### Port wiring

Scale: 1.5 px per um.
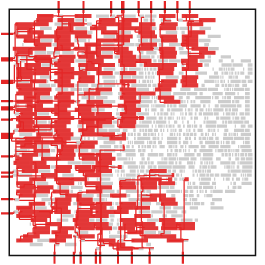
### Drive-strength map

Scale: 3 px per um.
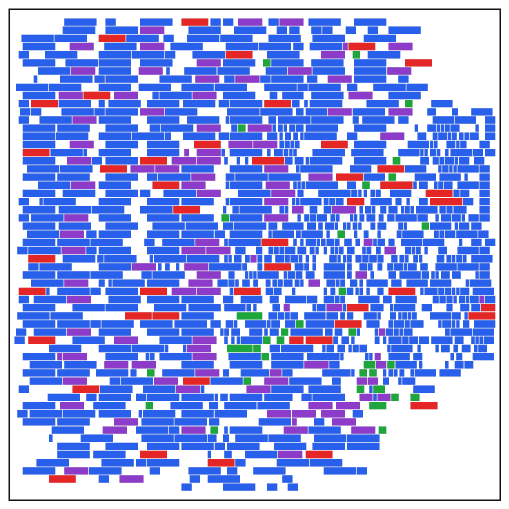
### Wiring by layer

Scale: 3 px per um. Only two layers are drawn.
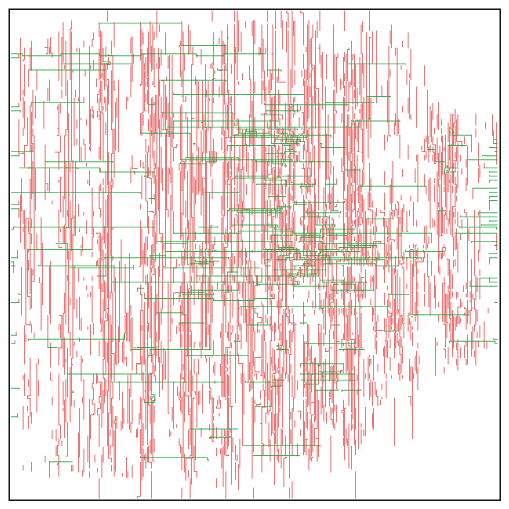
### I/O pins on the die edge

Scale: 3 px per um. Pins as bars across the die edge, other pins in grey.
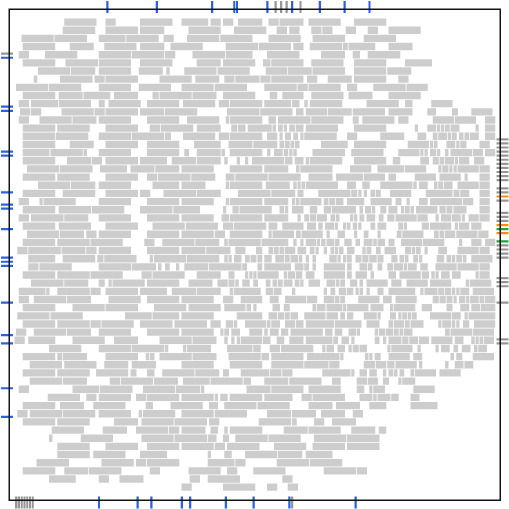
### Cell placement

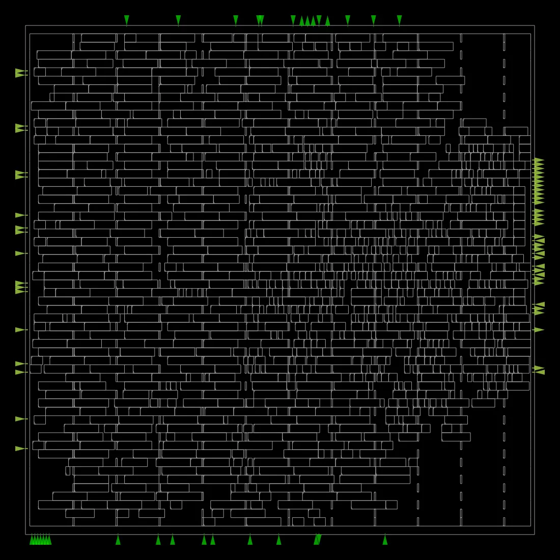
==> config.mk <==
export PLATFORM = sky130hd
export DESIGN_NAME = line_cmd_sequencer
export DESIGN_NICKNAME = d
export VERILOG_FILES = /design/src/rtl/line_cmd_sequencer.sv
export SDC_FILE = /design/constraint.sdc
export NUM_CORES = 1
export LEC_CHECK = 0
export CORE_MARGIN = 1
export CORE_UTILIZATION = 59
export DETAILED_ROUTE_END_ITERATION = 16
export PLACE_DENSITY = 0.84
export SYNTH_ARGS = -nofsm -noshare
export SYNTH_HDL_FRONTEND = slang
export SYNTH_SLANG_ARGS = --single-unit
==> constraint.sdc <==
create_clock -name pclk -period 4.98 [get_ports pclk]
set_clock_uncertainty 0.05 [all_clocks]
set_input_delay 0.498 -clock pclk [delete_from_list [all_inputs] [get_ports pclk]]
set_output_delay 0.498 -clock pclk [all_outputs]
set_load 0.05 [all_outputs]
==> run summary <==
yosys + openroad results -> status complete, no violations, buffers and inverters on the worst path 3, Worst Hold Class input port to flop, endpoints failing hold 0, Hold WS 0.291 ns, grt ovf 0, H-Tree Depth 2, layout cells sized above 1 ~17%, largest net degree at the start of global routing 44, most frequent logic cell in the layout edfxtp_1, crit start category flop, Post-Synth XOR/XNOR Area 1.94%, max_slew headroom 23.0%, count leader, synth edfxtp_1, hold path cells 2, CTS max path bufs 3, Non-CTS inverters 16, number of synthesis warnings 0, Antenna Violating Nets Remaining 0, cell count in the Yosys report approximately 980, mi-comb count about 560, Avg Cell Area, Syn 15.6 um2, Post-Synthesis Cells ~1000, GPL Wtd Cong between 0.9 and 1, met2 wire len between 15000 and 20000 um, average routed wire per standard cell 23.4 um, n_taps 330, CTS buffer count 37, Netlist cell types about 65, Multiplexer share between 10% and 20%, Top cells by area edfxtp_1 56%, mux4_2 13%, dfxtp_1 8.8%, cell breakdown of the critical path nor2b_1, nand3_1, buf_4, clkinv_1, buf_4, o31ai_1, o32ai_1, xor2_1, a2111o_1, nor2_1, o2111ai_1, a311oi_1, combinational share of cell area between 20% and 30%, logic area roughly 5100 um2, max reg flops between 200 and 300, initial DRC count ~1000, Crit path depth 12, Fill cells between 1500 and 2000, Tot GR Track Use roughly a quarter, PwrDens 381 nW/um2, Comb group 655 uW, yosys stat chip area approximately 15000 um2, clk tree area frac about 6.8%, clock share of power between 40% and 50%, number of enable flip-flop cells approximately 290, Post-synth top flop edfxtp_1, dpl hpwl just under 20000 um, FMAX 0.247 GHz, clock-pin transition on the worst setup and hold timing paths 0.06 ns, met1 Usage GRT 34.2%, Crit path top cell by count buf_4, IR Drop Worst-Case VDD between 0.3 and 0.4 mV, Tot Pwr 6.73 mW, top power group registers, hold buffers post-CTS 0, GRT busiest layer met2, Late-Pin Clk Latency about 0.54 ns, Placement Setup Slack between 1 and 1.5 ns, crit end category flop
About 'Port wiring':
- red: `cmd_data` (bits 36; direction input; edge 17 west, 10 north, 9 south; end cells 300; buffers 36; wire 3150 um)
Buffers on Ports: 73
Ports: 81

About 'Drive-strength map':
- green: x3 and x4 (cells 34; share 3.1%)
- purple: x2 (cells 111; share 10%)
- red: x6 and larger (cells 45; share 4.1%)
- blue: x1 and smaller (cells 906; share 83%)
Signal buffers: 99
Finished Cell Area: 17700 um2
min setup slack post-route: 0.925 ns
Area Growth Syn to Fin: 15.4%

About 'Wiring by layer':
- green: M3 (wire length 2800 um)
- red: M2 (wire length 16400 um)
Detailed Route WL: 33400 um
total number of vias: 9199

About 'I/O pins on the die edge':
- orange: `address` (pins 3; direction output; edge east)
- green: `mode_cfg` (pins 2; direction input; edge east)
- blue: `cmd_data` (pins 36; direction input; edge 17 west, 10 north, 9 south)
Die X: 163 um
die height: 163 um

About 'Cell placement':
flop share of the area: 56.5%
Finished Layout Cells: 1426
Rows: 58

No activity file was given, so power comes from the tool's default toggle rates.
